[config.mk]
export PLATFORM = sky130hd
export DESIGN_NAME = tlul_reg_fifo_flat
export DESIGN_NICKNAME = d
export VERILOG_FILES = /design/src/rtl/tlul_pkg.sv /design/src/rtl/tlul_reg_fifo_if.sv /design/src/rtl/tlul_sync_fifo.sv /design/src/rtl/tlul_reg_fifo.sv /design/src/flat_wrapper.sv
export SDC_FILE = /design/constraint.sdc
export NUM_CORES = 1
export LEC_CHECK = 0
export ABC_AREA = 1
export CAP_MARGIN = 30
export CORE_ASPECT_RATIO = 0.9
export CORE_UTILIZATION = 30
export CTS_BUF_LIST = sky130_fd_sc_hd__clkbuf_8
export CTS_CLUSTER_DIAMETER = 40
export CTS_CLUSTER_SIZE = 28
export DETAILED_ROUTE_END_ITERATION = 7
export GPL_ROUTABILITY_DRIVEN = 0
export PLACE_DENSITY = 0.61
export SETUP_SLACK_MARGIN = 0.5
export SYNTH_ARGS = -nofsm -noshare
export SYNTH_HDL_FRONTEND = slang
export SYNTH_SLANG_ARGS = --single-unit
[constraint.sdc]
create_clock -name clk_i -period 8.8 [get_ports clk_i]
set_input_delay 1.76 -clock clk_i [delete_from_list [all_inputs] [get_ports clk_i]]
set_output_delay 1.76 -clock clk_i [all_outputs]
set_load 0.02 [all_outputs]
[src/rtl/tlul_pkg.sv]
// TL-UL channel types plus pack/unpack helpers for the stored FIFO words.
package tlul_pkg;

    typedef enum logic [2:0] {
        PutFullData    = 3'h0,
        PutPartialData = 3'h1,
        Get            = 3'h4
    } tl_a_op_e;

    typedef enum logic [2:0] {
        AccessAck     = 3'h0,
        AccessAckData = 3'h1
    } tl_d_op_e;

    typedef struct packed {
        logic [4:0] rsvd;
        logic [3:0] instr_type;
        logic [6:0] cmd_intg;
        logic [6:0] data_intg;
    } tl_a_user_t;

    typedef struct packed {
        logic [6:0] rsp_intg;
        logic [6:0] data_intg;
    } tl_d_user_t;

    // a_valid is the MSB and d_ready the LSB; the stored word is everything between.
    typedef struct packed {
        logic        a_valid;
        logic [2:0]  a_opcode;
        logic [2:0]  a_param;
        logic [1:0]  a_size;
        logic [7:0]  a_source;
        logic [31:0] a_address;
        logic [3:0]  a_mask;
        logic [31:0] a_data;
        tl_a_user_t  a_user;
        logic        d_ready;
    } tl_h2d_t;

    typedef struct packed {
        logic        d_valid;
        logic [2:0]  d_opcode;
        logic [2:0]  d_param;
        logic [1:0]  d_size;
        logic [7:0]  d_source;
        logic        d_sink;
        logic [31:0] d_data;
        tl_d_user_t  d_user;
        logic        d_error;
        logic        a_ready;
    } tl_d2h_t;

    localparam int unsigned TL_H2D_W   = $bits(tl_h2d_t);
    localparam int unsigned TL_D2H_W   = $bits(tl_d2h_t);
    localparam int unsigned TL_A_PKT_W = TL_H2D_W - 2;
    localparam int unsigned TL_D_PKT_W = TL_D2H_W - 2;

    function automatic int unsigned lvl_w(input int unsigned depth);
        return (depth == 0) ? 1 : $clog2(depth + 1);
    endfunction

    function automatic logic [TL_A_PKT_W-1:0] tl_a_pack(input tl_h2d_t h);
        logic [TL_H2D_W-1:0] raw;
        raw = h;
        return raw[TL_A_PKT_W:1];
    endfunction

    function automatic tl_h2d_t tl_a_unpack(input logic [TL_A_PKT_W-1:0] pkt,
                                            input logic a_valid, input logic d_ready);
        logic [TL_H2D_W-1:0] raw;
        raw = {a_valid, pkt, d_ready};
        return tl_h2d_t'(raw);
    endfunction

    function automatic logic [TL_D_PKT_W-1:0] tl_d_pack(input tl_d2h_t d);
        logic [TL_D2H_W-1:0] raw;
        raw = d;
        return raw[TL_D_PKT_W:1];
    endfunction

    function automatic tl_d2h_t tl_d_unpack(input logic [TL_D_PKT_W-1:0] pkt,
                                            input logic d_valid, input logic a_ready);
        logic [TL_D2H_W-1:0] raw;
        raw = {d_valid, pkt, a_ready};
        return tl_d2h_t'(raw);
    endfunction

endpackage

[src/rtl/tlul_reg_fifo_if.sv]
// One TL-UL link: request toward the device, response back toward the host.
interface tlul_reg_fifo_if;
    tlul_pkg::tl_h2d_t h2d;
    tlul_pkg::tl_d2h_t d2h;

    modport master (output h2d, input d2h);
    modport slave  (input h2d, output d2h);
endinterface

[src/rtl/tlul_sync_fifo.sv]
// Single-clock valid/ready FIFO with registered ready/valid; Depth=0 is a wire.
module tlul_sync_fifo
    import tlul_pkg::*;
#(
    parameter int unsigned Width = 8,
    parameter int unsigned Depth = 2
) (
    input  logic                      clk_i,
    input  logic                      rst_i,
    input  logic                      wvalid_i,
    output logic                      wready_o,
    input  logic [Width-1:0]          wdata_i,
    output logic                      rvalid_o,
    input  logic                      rready_i,
    output logic [Width-1:0]          rdata_o,
    output logic [lvl_w(Depth)-1:0]   lvl_o
);

    localparam int unsigned LvlW = lvl_w(Depth);

    if (Depth == 0) begin : g_bypass
        logic unused_clk_rst;
        assign unused_clk_rst = clk_i ^ rst_i;
        assign wready_o = rready_i;
        assign rvalid_o = wvalid_i;
        assign rdata_o  = wdata_i;
        assign lvl_o    = '0;
    end else begin : g_fifo
        localparam int unsigned PtrW = (Depth <= 2) ? 1 : $clog2(Depth);

        logic [Width-1:0] mem [Depth];
        logic [PtrW-1:0]  wptr, rptr;
        logic [LvlW-1:0]  cnt;
        logic             full, empty, push, pop;

        assign full  = (cnt == LvlW'(Depth));
        assign empty = (cnt == '0);
        assign push  = wvalid_i & ~full;
        assign pop   = ~empty & rready_i;

        // Pointers wrap explicitly so non-power-of-2 depths work.
        always_ff @(posedge clk_i) begin
            if (rst_i) begin
                wptr <= '0;
                rptr <= '0;
                cnt  <= '0;
            end else begin
                if (push) wptr <= (wptr == PtrW'(Depth - 1)) ? '0 : wptr + PtrW'(1);
                if (pop)  rptr <= (rptr == PtrW'(Depth - 1)) ? '0 : rptr + PtrW'(1);
                case ({push, pop})
                    2'b10:   cnt <= cnt + LvlW'(1);
                    2'b01:   cnt <= cnt - LvlW'(1);
                    default: cnt <= cnt;
                endcase
            end
        end

        // Storage is deliberately unreset; empty-gating hides stale words.
        always_ff @(posedge clk_i) begin
            if (push) mem[wptr] <= wdata_i;
        end

        assign wready_o = ~full;
        assign rvalid_o = ~empty;
        assign rdata_o  = empty ? '0 : mem[rptr];
        assign lvl_o    = cnt;
    end

endmodule

[src/rtl/tlul_reg_fifo.sv]
// Request/response buffer in front of the TL-UL register adapter.
module tlul_reg_fifo
    import tlul_pkg::*;
#(
    parameter int unsigned ReqDepth = 2,
    parameter int unsigned RspDepth = 2
) (
    input  logic                         clk_i,
    input  logic                         rst_i,
    tlul_reg_fifo_if.slave               tl_h,
    tlul_reg_fifo_if.master              tl_d,
    output logic [lvl_w(ReqDepth)-1:0]   req_lvl_o,
    output logic [lvl_w(RspDepth)-1:0]   rsp_lvl_o
);

    logic                  req_wready, req_rvalid;
    logic [TL_A_PKT_W-1:0] req_rdata;
    logic                  rsp_wready, rsp_rvalid;
    logic [TL_D_PKT_W-1:0] rsp_rdata;

    tlul_sync_fifo #(
        .Width (TL_A_PKT_W),
        .Depth (ReqDepth)
    ) u_req_fifo (
        .clk_i    (clk_i),
        .rst_i    (rst_i),
        .wvalid_i (tl_h.h2d.a_valid),
        .wready_o (req_wready),
        .wdata_i  (tl_a_pack(tl_h.h2d)),
        .rvalid_o (req_rvalid),
        .rready_i (tl_d.d2h.a_ready),
        .rdata_o  (req_rdata),
        .lvl_o    (req_lvl_o)
    );

    tlul_sync_fifo #(
        .Width (TL_D_PKT_W),
        .Depth (RspDepth)
    ) u_rsp_fifo (
        .clk_i    (clk_i),
        .rst_i    (rst_i),
        .wvalid_i (tl_d.d2h.d_valid),
        .wready_o (rsp_wready),
        .wdata_i  (tl_d_pack(tl_d.d2h)),
        .rvalid_o (rsp_rvalid),
        .rready_i (tl_h.h2d.d_ready),
        .rdata_o  (rsp_rdata),
        .lvl_o    (rsp_lvl_o)
    );

    // Each channel's handshake bits are reattached around its stored word.
    assign tl_d.h2d = tl_a_unpack(req_rdata, req_rvalid, rsp_wready);
    assign tl_h.d2h = tl_d_unpack(rsp_rdata, rsp_rvalid, req_wready);

endmodule

[src/flat_wrapper.sv]
// flat-port wrapper written by rule: the top's interface ports become plain ports
module tlul_reg_fifo_flat import tlul_pkg::*;
#(
    parameter int unsigned ReqDepth = 2,
    parameter int unsigned RspDepth = 2
)
  (clk_i, rst_i, req_lvl_o, rsp_lvl_o, tl_h_h2d, tl_h_d2h, tl_d_h2d, tl_d_d2h);
  tlul_reg_fifo_if tl_h_i ();
  tlul_reg_fifo_if tl_d_i ();
  input  logic clk_i;
  input  logic rst_i;
  output logic [lvl_w(ReqDepth)-1:0] req_lvl_o;
  output logic [lvl_w(RspDepth)-1:0] rsp_lvl_o;
  input wire logic [$bits(tl_h_i.h2d)-1:0] tl_h_h2d;
  output wire logic [$bits(tl_h_i.d2h)-1:0] tl_h_d2h;
  output wire logic [$bits(tl_d_i.h2d)-1:0] tl_d_h2d;
  input wire logic [$bits(tl_d_i.d2h)-1:0] tl_d_d2h;
  assign tl_h_i.h2d = tl_h_h2d;
  assign tl_h_d2h = tl_h_i.d2h;
  assign tl_d_h2d = tl_d_i.h2d;
  assign tl_d_i.d2h = tl_d_d2h;
  tlul_reg_fifo #(.ReqDepth(ReqDepth), .RspDepth(RspDepth)) u_core (.clk_i(clk_i), .rst_i(rst_i), .tl_h(tl_h_i), .tl_d(tl_d_i), .req_lvl_o(req_lvl_o), .rsp_lvl_o(rsp_lvl_o));
endmodule
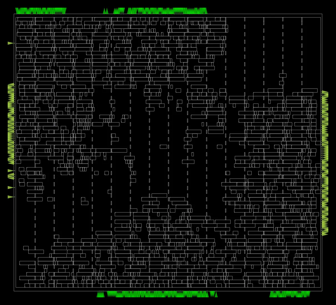
(run_1/placed.png)
row count: 72
core area: 0.0432 sq mm

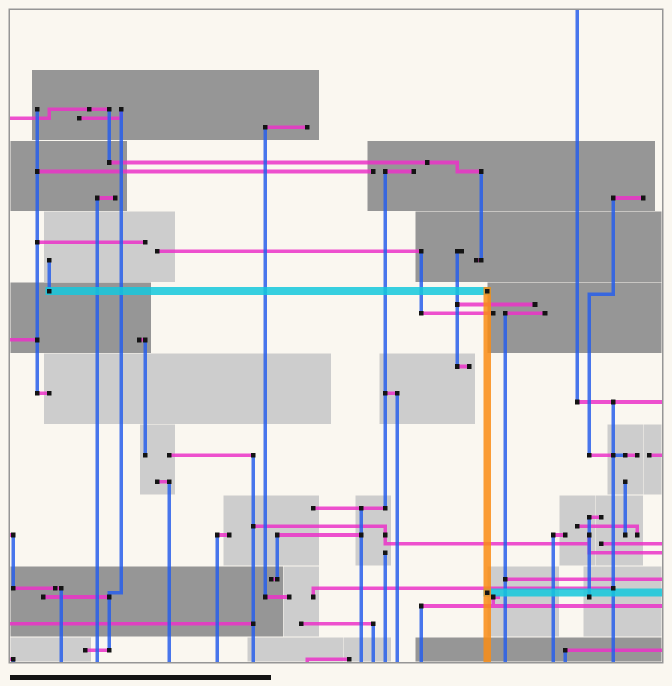
(run_1/closeup.png)
The bar under the picture is 10 microns long. Window x 99 to 124, y 48 to 73 microns. Cells in grey, sequential cells in the stronger grey; small squares are vias.
[cyan] M3
[magenta] M1
[orange] M4
[blue] M2
sequential cells in the window: 5
cells with their middle in the window: 17
most frequent: nand2_1 (5), edfxtp_1 (5), clkdlybuf4s50_1 (3)
netlist names of flops here include: u_core.u_req_fifo.g_fifo.mem (5)

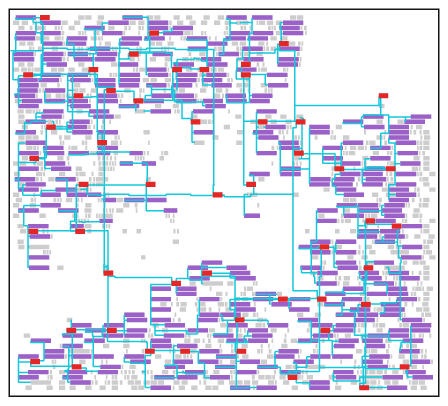
(run_1/clock_wires.png)
[purple] flip-flops | count: 352
[red] clock-net drivers | count: 51
[cyan] clock wires | length: 4630 microns
flops lie: widely spread

run 1: Yosys cell counts:
master	number
buf_6	1
nor2_4	1
dfxtp_1	10
buf_2	38
buf_1	1
ha_1	2
clkinv_2	1
o21ai_0	4
inv_1	13
nand2_1	358
buf_4	11
clkbuf_1	7
a21oi_1	175
nand4_1	2
edfxtp_1	342
inv_2	1
nor2_1	23
run 1: worst register-to-register path, cell delays in order (launching register included):
cell and delay, ns:
dfxtp_1 0.38, nor2_4 0.69, buf_4 0.83, nor2_1 0.24, ha_1 0.37, inv_1 0.09, nand2_1 0.06, nor2_1 0.08
nor2_1 0.04, nor2_1 0.09
run 1: routing by layer:
metal,GRT usage [%],vias to the layer above
met1,20.6,4334
met4,5.79,2
met3,4.83,66
met2,25.0,276
li1,-,4220
met5,0,-
run 1: layout make-up:
cell class	instances	area [sq um]	area share (%)
tap	555	694	3.75
clock buffer	51	702	3.79
inverter	15	57.6	0.311
antenna	2	5.00	0.0270
sequential	352	10500	56.5
timing repair buffer	368	3670	19.8
clock inverter	43	518	2.79
multi-input combinational	565	2410	13.0
run 1: cell families (layout without fill, tap and decap cells):
family                   after synthesis  count (layout)  share of synthesized area [%]
flip-flops                           352             352                           79.2
other                                  0               2                              0
adder cells (fa/ha/maj)                2               2                          0.189
buffers and inverters                 73             477                           2.81
AND/OR/NAND/NOR                      384             384                           11.0
AND-OR/OR-AND                        179             179                           6.78
run 1: worst max path at each step:
| stage | depth (start not counted) | startpoint | end | slack [ns] |
|---|---|---|---|---|
| 6_report | 5 | register | tl_d_h2d[9] | 3.66 |
| 5_1_grt | 5 | register | tl_d_h2d[9] | 3.39 |
| 4_1_cts | 5 | register | tl_d_h2d[9] | 3.53 |
| 3_5_place_dp | 5 | register | tl_d_h2d[9] | 4.22 |
| 3_3_place_gp | 4 | u_core.u_req_fifo.lvl_o[1] | tl_d_h2d[68] | 4.26 |
| 2_1_floorplan | 2 | tl_h_h2d[108] | u_core.u_req_fifo.g_fifo.mem[0][0] | 1.92 |
run 1: metrics by stage:
stage / cells / setup slack [ns]
2_1_floorplan: 990 / 1.92
3_3_place_gp: 1854 / 4.26
3_5_place_dp: 1855 / 4.22
4_1_cts: 1949 / 3.53
5_1_grt: 1950 / 3.39
6_report: 1951 / 3.66
run 1: power by group through the flow:
stage	Sequential (uW)	Clock, uW	Combinational (uW)
floorplan	2160	0	894
global placement	2150	0	1710
detailed placement	2150	0	1720
CTS	2120	1570	1730
global route	2130	1630	1820
finish	2110	1520	1700
run 1: state kept, by name, summed over array words and instances, names as in the netlist, named ones only:
signal	flops
u_core.u_rsp_fifo.g_fifo.wptr	1
u_core.u_req_fifo.lvl_o	2
u_core.u_rsp_fifo.g_fifo.rptr	1
u_core.u_req_fifo.g_fifo.wptr	1
u_core.u_rsp_fifo.g_fifo.mem	128
u_core.u_req_fifo.g_fifo.rptr	1
u_core.u_rsp_fifo.lvl_o	2
u_core.u_req_fifo.g_fifo.mem	214
==> ci_impl_report.md, run 1 <==
## Implementation flow summary

| Metric | Value |
|---|---|
| Status | complete, no violations |
| Crit share post-route | 58.4% |
| Initial DRT Pass Iterations | 5 |
| Synth cell types | 17 |
| CTS buffer count | 51 |
| Fin Hold WS | 0.499 ns |
| Layout Nets | 1532 |
| Total chip power | 5330 uW |
| Cell Area, Placed | 0.0173 sq mm |
| Most frequent cells in the layout | nand2_1 (358), clkdlybuf4s50_1 (355), edfxtp_1 (342), a21oi_1 (175), clkbuf_8 (51) |
| First-pass GRT wire length | 53900 microns |
| Fin crit period | 5.14 ns |
| Biggest area cells | edfxtp_1 (78%), nand2_1 (10%), a21oi_1 (6.6%) |
| Register share after synthesis | 79.2% |
| CTS root buf | clkbuf_8 |
| Share of cells above drive strength 1 | 8.03% |
| Mapped Area | 0.0132 sq mm |
| Maximum clock frequency | 195 MHz |
| Chip Area, Yosys | 0.0132 sq mm |
| # clock sinks | 352 |
| Clk pwr share | 28.5% |
| Logic pwr share | 31.9% |
| HP Start | u_core.u_rsp_fifo.g_fifo.rptr |
| Internal power component | 3510 uW |
| Final hold violation count | 0 |
| Post-DR vias/cell | 4.56 |
| # Post-CTS Setup Buffers | 0 |
| Syn Inst Count | 990 |
| Leak Pwr | 0.00646 uW |
| Hold_buf cts | 0 |
| CTS clk-pin slew, worst paths | 0.08 ns |
| H-tree depth | 2 |
| Internal reg-to-reg setup slack | 5.86 ns |
| YS warnings | 0 |
| Crit path max-delay family | buffers and inverters |
| TritonCTS clock tree | done |
| ANT nets after route | 0 |
| Critical Path Start Type | register |
| Slowest-stage cell, CP | clkinv_2 |
| CP Buf/Inv Count | 3 |
| GRT overflow | 0 |
| Post-layout instance area | 0.0185 sq mm |
| Full die area | 0.0449 sq mm |
| HPWL after detailed placement | 22800 microns |
| Critical path class | reg2out |
| Min-delay worst type | reg2reg |
| Metal-1 WL | 14900 microns |
| Worst slew margin | 37.4% |
| CP endpoint kind | primary output |
| Post-Route WL | 36200 microns |
| Maximum vdd drop | 0.000166 V |
| Die span in x | 223 microns |
| Flop pwr share | 39.6% |
| Area growth syn-to-layout | 40.2% |
| Antenna violations before repair | 3 |
| Routed wl met3 | 2880 microns |
| Syn_nets | 1169 |
| Post-synth top area share | 77.7% |
| Hold Path Stages | 2 |
| Critical-path cell list | clkinv_2 > buf_4 > nand2_1 > a21oi_1 > clkdlybuf4s50_1 |
| RR Endpoint | u_core.u_req_fifo.lvl_o[1] |
| Worst-Margin Slew | 0.939 ns |
| Max Slew Vio Count | 0 |
| Sw frac | 34.2% |
| Met2 Routed Length | 17400 microns |
| Final core utilization | 42.9% |
| Clock Skew | 0.0335 ns |
| Largest stage delay on the critical path | 0.64 ns |
| Iteration-0 DRC Markers | 558 |
| Late-Pin Clk Latency | 0.63 ns |
| Post_cts resized | 0 |
| Gr usage total | 15.9% |
| Clock tree buffer depth | 3 |
| Pin count of the biggest net entering global routing | 79 |
| IO buf count | 355 |
| Fillers | 4005 |
| Cell accounting for the most synthesized area | edfxtp_1 |
| Setup violators final | 0 |
| Tool Warnings | 26 |
| Vias post-DR | 8898 |
| Post-synth regs | 352 |
| Vias in the first global route | 8774 |
| Syn Area/Cell | 13.3 sq um |
| DIE HEIGHT | 201 microns |
| Worst EP arrival | 3.38 ns |
| IO Count | 356 |
| Largest fanout on the critical path | 65 |
| R2R depth | 9 |
| Yosys cell count | 990 |
| Top cell excl fill/tap | nand2_1 |
| Hold Path Sink | u_core.u_rsp_fifo.g_fifo.rptr |
| Top routing layer used | met5 |
| WP data required | 7.04 ns |
| Residual DRC count | 0 |
| Pre-Place Util | 30.6% |
| WL/cell | 18.6 microns |
| RSZ-0062 raised after global routing | false |
| Number of max-cap violations | 0 |
| Reg2Reg Launch Point | u_core.u_req_fifo.lvl_o[1] |
| Psw | 1820 uW |
| Setup_tns | 0 ns |
| Pwr Density | 288 mW/mm^2 |
--- run 2 (diff from run 1) ---
- PLACE_DENSITY: 0.61 -> 0.63
- clock period: 8.8 -> 4.5 ns (I/O delays scaled with it)
==> run 2 against run 1 <==
Against the previous run: clock skew decreased by 0.013 ns; clock power grew 72%; power is 89% higher; final cell count fell by 0.36%; setup slack got worse by 2.8 ns; combinational power is 98% higher; clock-buffer cell count is 2 lower; sequential power rose by 95%; die size unchanged; sequential share of layout area rose by 0.31 points.
==> ci_impl_report.md, run 2 <==
## Implementation flow summary

| Metric | Value |
|---|---|
| Most frequent cells in the layout | nand2_1 (358), clkdlybuf4s50_1 (355), edfxtp_1 (342), a21oi_1 (175), clkbuf_8 (49) |
| Fin Hold WS | 0.505 ns |
| Iteration-0 DRC Markers | 595 |
| Gr usage total | 14.8% |
| Flop pwr share | 40.7% |
| Pwr Density | 548 mW/mm^2 |
| YS warnings | 0 |
| Pre-Place Util | 30.6% |
| GRT overflow | 0 |
| IO buf count | 355 |
| Leak Pwr | 0.00642 uW |
| Share of cells above drive strength 1 | 7.28% |
| Post-DR vias/cell | 4.48 |
| IO Count | 356 |
| Hold_buf cts | 0 |
| ANT nets after route | 0 |
| Post-Route WL | 34100 microns |
| Maximum vdd drop | 0.000325 V |
| Largest fanout on the critical path | 40 |
| Cell accounting for the most synthesized area | edfxtp_1 |
| Async SR Flop Fraction | 0% |
| Setup violators final | 0 |
| Post-synth regs | 352 |
| Late-Pin Clk Latency | 0.61 ns |
| Worst EP arrival | 2.72 ns |
| Row count | 72 |
| Clk pwr share | 25.9% |
| Synth cell types | 17 |
| Area growth syn-to-layout | 39.5% |
| Syn Area/Cell | 13.3 sq um |
| # Post-CTS Setup Buffers | 0 |
| CTS clk-pin slew, worst paths | 0.08 ns |
| Tool Warnings | 33 |
| Clock Skew | 0.0204 ns |
| Layout Nets | 1530 |
| Syn Inst Count | 990 |
| Worst slew margin | 38.6% |
| Chip Area, Yosys | 0.0132 sq mm |
| Final hold violation count | 0 |
| Max Slew Vio Count | 0 |
| HPWL after detailed placement | 21400 microns |
| Fin crit period | 3.62 ns |
| Vias post-DR | 8714 |
| R2R depth | 9 |
| Internal power component | 6630 uW |
| Syn_nets | 1169 |
| Vias in the first global route | 8796 |
| Yosys cell count | 990 |
| # clock sinks | 352 |
| Min-delay worst type | reg2reg |
| Die span in x | 223 microns |
| FF/Latch Area | 0.0105 sq mm |
| TritonCTS clock tree | done |
| Post_cts resized | 0 |
| Post-synth top cells | nand2_1 (358), edfxtp_1 (342), a21oi_1 (175), buf_2 (38), nor2_1 (23) |
| Post-synth top area share | 77.7% |
| Psw | 3470 uW |
| First-pass GRT wire length | 51100 microns |
| Antenna violations before repair | 4 |
| Setup_tns | 0 ns |
| Sw frac | 34.3% |
| Number of max-cap violations | 0 |
| Main flop type | edfxtp_1 |
| Residual DRC count | 0 |
| CTS root buf | clkbuf_8 |
| Full die area | 0.0449 sq mm |
| WP data required | 3.60 ns |
| Post-synth EDFFs | 342 |
| Logic pwr share | 33.4% |
| Combinational Area | 0.00241 sq mm |
| Core area | 0.0432 sq mm |
| Critical Path Start Type | register |
| CP endpoint kind | primary output |
| Biggest area cells | edfxtp_1 (78%), nand2_1 (10%), a21oi_1 (6.6%) |
| Clock tree buffer depth | 3 |
| Max FFs per register | 214 |
| DIE HEIGHT | 201 microns |
| Slowest-stage cell, CP | clkdlybuf4s50_1 |
| Most flops, register | u_core.u_req_fifo.g_fifo.mem |
| Most used standard cell by instance count after synthesis | nand2_1 |
| Top Registers | u_core.u_req_fifo.g_fifo.mem: 214 flops, u_core.u_rsp_fifo.g_fifo.mem: 128 flops |
| Hold Path Stages | 2 |
| CTS buffer count | 48 |
| Mapped Area | 0.0132 sq mm |
| Crit share post-route | 80.5% |
| Worst-Margin Slew | 0.920 ns |
| WL/cell | 17.6 microns |
| Status | complete, no violations |
| Top cell excl fill/tap | nand2_1 |
| Critical-path cell list | inv_2 > buf_4 > nand2_1 > a21oi_1 > clkdlybuf4s50_1 |
| H-tree depth | 2 |
| Maximum clock frequency | 276 MHz |
| RSZ-0062 raised after global routing | false |
| Pin count of the biggest net entering global routing | 108 |
| Largest stage delay on the critical path | 0.66 ns |
| Register share after synthesis | 79.2% |
| Initial DRT Pass Iterations | 4 |
| Critical path class | reg2out |
[run 2: cell count changes in the layout (fill, tap and decap cells not counted), sizes merged, moves of 2 or more]
cell | before | now
bufinv | 7 | 3
clkinv | 17 | 15
inv | 26 | 31
clkbuf | 51 | 49
clkinvlp | 8 | 4
[run 2: cell families (layout without fill, tap and decap cells)]
kind of cell,count (synthesis),after routing,share of synthesized area (%)
compound gates,179,179,6.78
fa+ha+maj,2,2,0.189
buf+inv,73,471,2.81
flops,352,352,79.2
other cells,0,1,0
simple gates,384,384,11.0
[run 2: cell type report]
type	count	area share (%)
clock inverter	38	1.94
tap	555	3.77
sequential	352	56.8
multi-input combinational	565	13.1
timing repair buffer	369	20.4
antenna	1	0.0136
clock buffer	49	3.66
inverter	15	0.312
[run 2: power groups by stage]
stage               registers, uW  logic (uW)  clock network [uW]
floorplan                    4190        1750                   0
global route                 4140        3610                2830
detailed placement           4190        3410                   0
global placement             4180        3400                   0
finish                       4110        3370                2610
CTS                          4110        3430                2720
[run 2: critical path: cells and delay by family (launching register included)]
family | cells | cell delay (ns)
compound gates | 1 | 0.13
simple gates | 1 | 0.08
buf+inv | 3 | 1.53
flops | 1 | 0.33
[run 2: worst paths after layout]
kind                                 start                            end  slack (ns)
min          u_core.u_req_fifo.g_fifo.rptr  u_core.u_req_fifo.g_fifo.rptr        0.50
max reg2reg     u_core.u_rsp_fifo.lvl_o[1]     u_core.u_rsp_fifo.lvl_o[1]        2.29
min reg2reg  u_core.u_req_fifo.g_fifo.rptr  u_core.u_req_fifo.g_fifo.rptr        0.50
max                               register                   tl_h_d2h[54]        0.88
[run 2: per-layer routing]
layer	wire (microns)	up-vias	track usage [%]
li1	-	4209	-
met1	14200	4158	18.2
met2	16600	271	24.8
met3	2370	70	4.28
met4	920	6	5.64
met5	41	-	0
[run 2: per-stage QoR]
step	area [sq um]	instances	setup slack, ns	power, uW
2_1_floorplan	13200	990	0.267	5940
3_3_place_gp	17400	1856	1.49	7580
3_5_place_dp	17400	1856	1.48	7590
4_1_cts	18400	1943	0.773	10300
5_1_grt	18400	1944	0.673	10600
6_report	18400	1944	0.877	10100
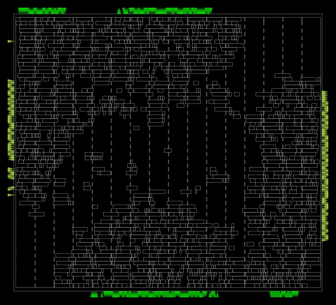
(run_2/placed.png)
flop count: 352
final core utilization: 42.6%
Fillers: 3984
tap cells: 555

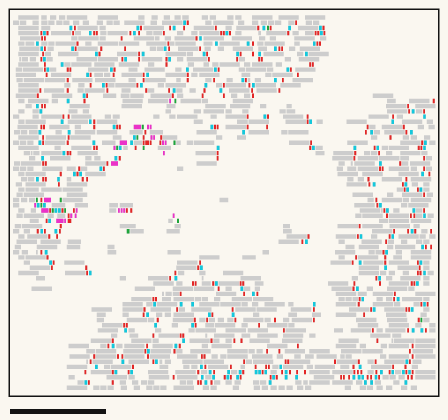
(run_2/gates.png)
The bar under the picture is 50 microns long.
[cyan] aoi and oai cells | cells: 179 | most used: a21oi_1 | where: widely spread
[red] nand cells | cells: 360 | most used: nand2_1 | where: widely spread
[magenta] nor cells | cells: 24 | most used: nor2_1 | where: middle left
[green] inv cells | cells: 15 | most used: inv_1

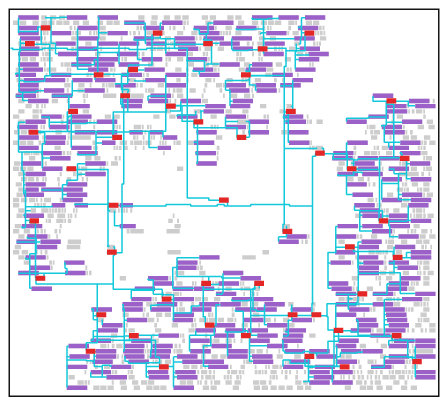
(run_2/clock_wires.png)
[red] clock-net drivers | count: 48
[cyan] clock wires | length: 4500 microns
[purple] flip-flops | count: 352
flops lie: widely spread
routed clock nets: 49

Power figures rest on the tool's default switching activity, not on a simulated workload.
